## config.mk

```make
export PLATFORM = sky130hd
export DESIGN_NAME = ir_sequence_unit
export DESIGN_NICKNAME = d
export VERILOG_FILES = /design/src/rtl/ir_sequence_unit.sv
export SDC_FILE = /design/constraint.sdc
export NUM_CORES = 1
export LEC_CHECK = 0
export CAP_MARGIN = 20
export CORE_AREA = 2 2 68 54
export CTS_CLUSTER_DIAMETER = 200
export DETAILED_ROUTE_END_ITERATION = 10
export DIE_AREA = 0 0 70 56
export GPL_TIMING_DRIVEN = 0
export PLACE_DENSITY_LB_ADDON = 0.3
export SYNTH_ARGS = -nofsm -noshare
export SYNTH_HDL_FRONTEND = slang
export SYNTH_SLANG_ARGS = --single-unit
```

## constraint.sdc

```tcl
create_clock -name clk -period 0.9 [get_ports clk]
set_input_delay 0.18 -clock clk [delete_from_list [all_inputs] [get_ports clk]]
set_output_delay 0.18 -clock clk [all_outputs]
set_load 0.02 [all_outputs]
```

## src/rtl/ir_sequence_unit.sv

```systemverilog
// Instruction register, sequence counter and start/stop flip-flop for the basic computer control unit.
// Optional SC_OVF_TRAP_EN: an SC wrap also halts the machine (clears s_run).
module ir_sequence_unit #(
    parameter int WORD_W = 16,
    parameter int SC_W   = 4
) (
    input  logic              clk,
    input  logic              rst_n,
    input  logic [WORD_W-1:0] bus_in,
    input  logic              ir_ld,
    input  logic              sc_inr,
    input  logic              sc_clr,
    input  logic              start,
    input  logic              hlt,
    output logic [WORD_W-1:0] ir,
    output logic [2:0]        opcode,
    output logic              i_bit,
    output logic [11:0]       addr,
    output logic [SC_W-1:0]   sc,
    output logic              s_run,
    output logic              op_valid,
    output logic              sc_ovf
);

    logic sc_step;
    logic sc_wrap;

    // Increment is gated by the pre-edge s_run, so an hlt on the same edge still lets SC advance once.
    assign sc_step = !sc_clr && sc_inr && s_run;
    assign sc_wrap = sc_step && (sc == {SC_W{1'b1}});

    always_ff @(posedge clk or negedge rst_n) begin
        if (!rst_n) begin
            ir       <= '0;
            sc       <= '0;
            s_run    <= 1'b0;
            op_valid <= 1'b0;
            sc_ovf   <= 1'b0;
        end else begin
            if (ir_ld)
                ir <= bus_in;

            if (sc_clr)
                sc <= '0;
            else if (sc_step)
                sc <= sc + 1'b1;

            if (sc_wrap)
                sc_ovf <= 1'b1;

`ifdef SC_OVF_TRAP_EN
            if (hlt || sc_wrap)
                s_run <= 1'b0;
            else if (start)
                s_run <= 1'b1;
`else
            if (hlt)
                s_run <= 1'b0;
            else if (start)
                s_run <= 1'b1;
`endif

            // A load on the clearing edge wins: the new instruction survives.
            if (ir_ld)
                op_valid <= 1'b1;
            else if (sc_clr)
                op_valid <= 1'b0;
        end
    end

    assign opcode = ir[14:12];
    assign i_bit  = ir[15];
    assign addr   = ir[11:0];

endmodule

```

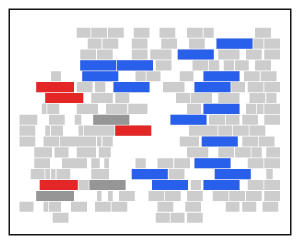
(images/registers.png)
Scale: 4 px per um.
| colour | name in the netlist | sequential cells |
|---|---|---|
| blue | `ir` | 16 |
| red | `sc` | 4 |

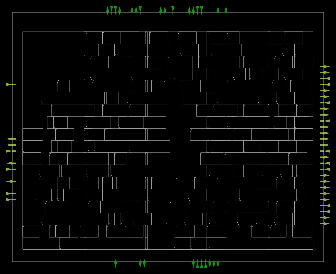
(images/final_placement.png)
post-layout instance count excluding filler cells: 197
fraction of area in registers: 28.5%
core area: 3200 um^2

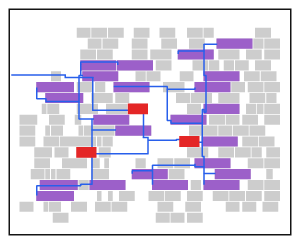
(images/clock_map.png)
Scale: 4 px per um.
[purple] flip-flops | count: 23
[red] cells driving clock nets | count: 3
[blue] clock wires | length: 273 um
routed clock nets: 4
worst clock skew: 0.000622 ns
clock latency on the worst-skew pair: 0.26 ns

==> notes.md <==
Implementation numbers.

- The flow ran to the end, but the final reports show violations.
- The final reports fail on negative hold slack, negative setup slack.
- The final critical path takes up 124% of the cycle.
- From synthesis to final layout, the design area changed by 89.1%.
- The power per unit of standard cell area is 1420 nW/um^2.
- Setup repair after global routing could not meet its margin everywhere.
- The CTS tree reads built.
- The hold-fix buffer count after cts is 0.
- The post-synthesis cell count from yosys reads 80.
- ir holds more flip-flops than any other register.
- The report lists the number of cells resized after CTS as ~220.
- The quantity of I/O buffers inserted on ports reads 60.
- The final weighted congestion of routability-driven global placement reads 0.694.
- The sequential share of power is 41.9%.
- In the synthesized netlist, the number of instances is ~80.
- CTS added clock buffers totalling 3.
- Yosys mapped the design onto 18 distinct sky130hd cell types.
- The total DRC errors in the routed layout reads 0.
- By startpoint and endpoint, the worst setup path is classified as reg2out.
- The first-pass detailed-route iteration total reads 3.
- Per the layout report, the design carries 252 filler cells.
- The power report shows net switching accounting for between 20% and 30% of the total.
- Across all hold checks on the routed design, the worst slack comes to -0.00393 ns.
- The most repeated library cell on the critical path is buf_6.
- The post-layout minimum cycle time is 1.12 ns.
- The maximum VDD drop is 0.872 mV.
- The final route contains 854 vias.
- The mapped netlist covers 1080 um^2.
- The synthesized area per cell is 13.5 um^2.
- The path class of the tightest hold or removal check is in2async.
- The average vias per placed instance reads 4.34.
- The highest fanout seen on the critical path is 3.
- The total cell area reported by yosys after synthesis is 1080 um^2.
- Yosys reported a register bit count of 23.
- The switching power is 0.820 mW.
- The initial cell density of the core is 33.7%.
- The die height is between 50 and 60 um.
- The placement-stage worst setup slack is -0.621 ns.
- The synthesis log from Yosys contains 0 warnings.
- The global-route wire length before repair is 4210 um.
- The initial antenna violation count is 0.
- The clock tree has to reach 23 sinks.
- The post-synth count of flops with an enable pin is 0.
- The antenna diode count reads 0.
- The die covers 3920 um^2.
- Endpoints failing hold in the final report were tallied at 13.
- The number of rows created at floorplan reads 18.
- The clock root buffer master is clkbuf_8.
- The reported leakage power is roughly 0.96 nW.
- The nature of the critical path startpoint reads a flop.
- The count of tool warnings reads 29.
- Per STA, the highest per-stage delay on the worst path measures 0.42 ns.
- The total power consumption of the routed design is roughly 2.9 mW.
- In the layout the commonest cells are buf_6, dfrtp_1, clkdlybuf4s50_1.
- The final layout net count is 182.
- The final standard cell area without fillers reads 2040 um^2.
- The data arrival time of the worst path reads ~0.94 ns.
- The number of top-level design ports reads approximately 62.
- The slew at the pin with the worst max-slew slack is a little under 0.6 ns.
- CTS built an H-tree with a depth of 1.
- The final setup TNS reads -6.48 ns.
- The signal on the critical path passes through buf_6, buf_6.
- The total grt overflow reads 0.
- The overall global routing resource usage reads 13.6%.
- For the worst setup path, the data required time is between 0.7 and 0.8 ns.
- The synthesis report names the predominant flop master as dfrtp_1.
- In the final layout, the registers with the most flip-flops are ir: 16 flops, sc: 4 flops.
- Per the detailed placement report, the placed cell area equals about 1700 um^2.
- Combinational cells account for 36.2% of the total power.
- The flow reports an fmax of 896 MHz.
- The total of endpoints with negative setup slack in the final report is 51.
- The cell count after placement reads 180.
- The internal power of the cells reads just over 2 mW.
- The async set-reset flop share out of synthesis is 100%.
- The share of cells above drive strength 1 is 66.9%.
- The least setup slack across all paths after layout reads -0.216 ns.
- The net count after synthesis is 104.
- For this design, the slowest cell found on the critical path is dfrtp_1.
- The register with the most flip-flops in the layout has 16 of them.
- The clock input transition at the sequential cells of the worst setup and hold paths reads 0.08 ns.
- The power dissipated in sequential cells reads approximately 1.2 mW.
- The routed length per instance is 13.1 um.
- The power of the clock network is 0.630 mW.
- The slew check shows that the tightest pin keeps a relative margin of 61.5%.
- The most used logic cell in the final layout is buf_6.
[final timing paths]
path	slack (ns)	startpoint	end	cells past startpoint
setup / recovery	-0.22	ir[10]	ir[10]	2
setup reg to reg	-0.16	s_run	sc[3]	4
max in group asynchronous	0.49	rst_n	s_run	1
min in group clk	0.22	ir_ld	ir[1]	2
hold reg to reg	0.50	sc_ovf	sc_ovf	2
hold / removal	-0.004	rst_n	ir[8]	1
[cell families after synthesis]
kind of cell	Yosys count	synth area share (%)
XOR/XNOR	2	1.63
AND/OR/NAND/NOR	14	6.50
multiplexers	16	19.9
AND-OR/OR-AND	4	2.67
flip-flops	23	53.4
buffers and inverters	20	14.8
adder cells (fa/ha/maj)	1	1.16
[critical path: cells and delay by family (launching register included)]
| family | cells | cell delay, ns |
|---|---|---|
| flip-flops | 1 | 0.42 |
| buffers and inverters | 2 | 0.25 |
[Yosys cell counts (2+ instances only)]
library cell	instances	area [um^2]
buf_4	16	120
mux2_2	7	78.8
mux2_4	9	135
dfrtp_1	23	576
inv_1	2	7.51
nand3_1	2	10.0
nand2_1	5	18.8
nor2_1	5	18.8
xor2_1	2	17.5
[final cells by class]
| class | instances | area (um^2) | area share [%] |
|---|---|---|---|
| buffer | 18 | 211 | 10.4 |
| clock buffer | 3 | 41.3 | 2.03 |
| clock inverter | 1 | 5.00 | 0.246 |
| inverter | 2 | 7.51 | 0.369 |
| multi-input combinational | 37 | 400 | 19.7 |
| sequential | 23 | 581 | 28.5 |
| tap | 40 | 50.0 | 2.46 |
| timing repair buffer | 73 | 741 | 36.4 |
[per-layer routing]
metal	GRT usage (%)	share of wire, %	vias to the layer above
met3	5.62	8.0	2
met1	15.9	39	410
met5	0	0	-
met2	23.7	53	39
met4	2.47	0.31	0
li1	-	-	403
Power is estimated from default activity; no workload was simulated.
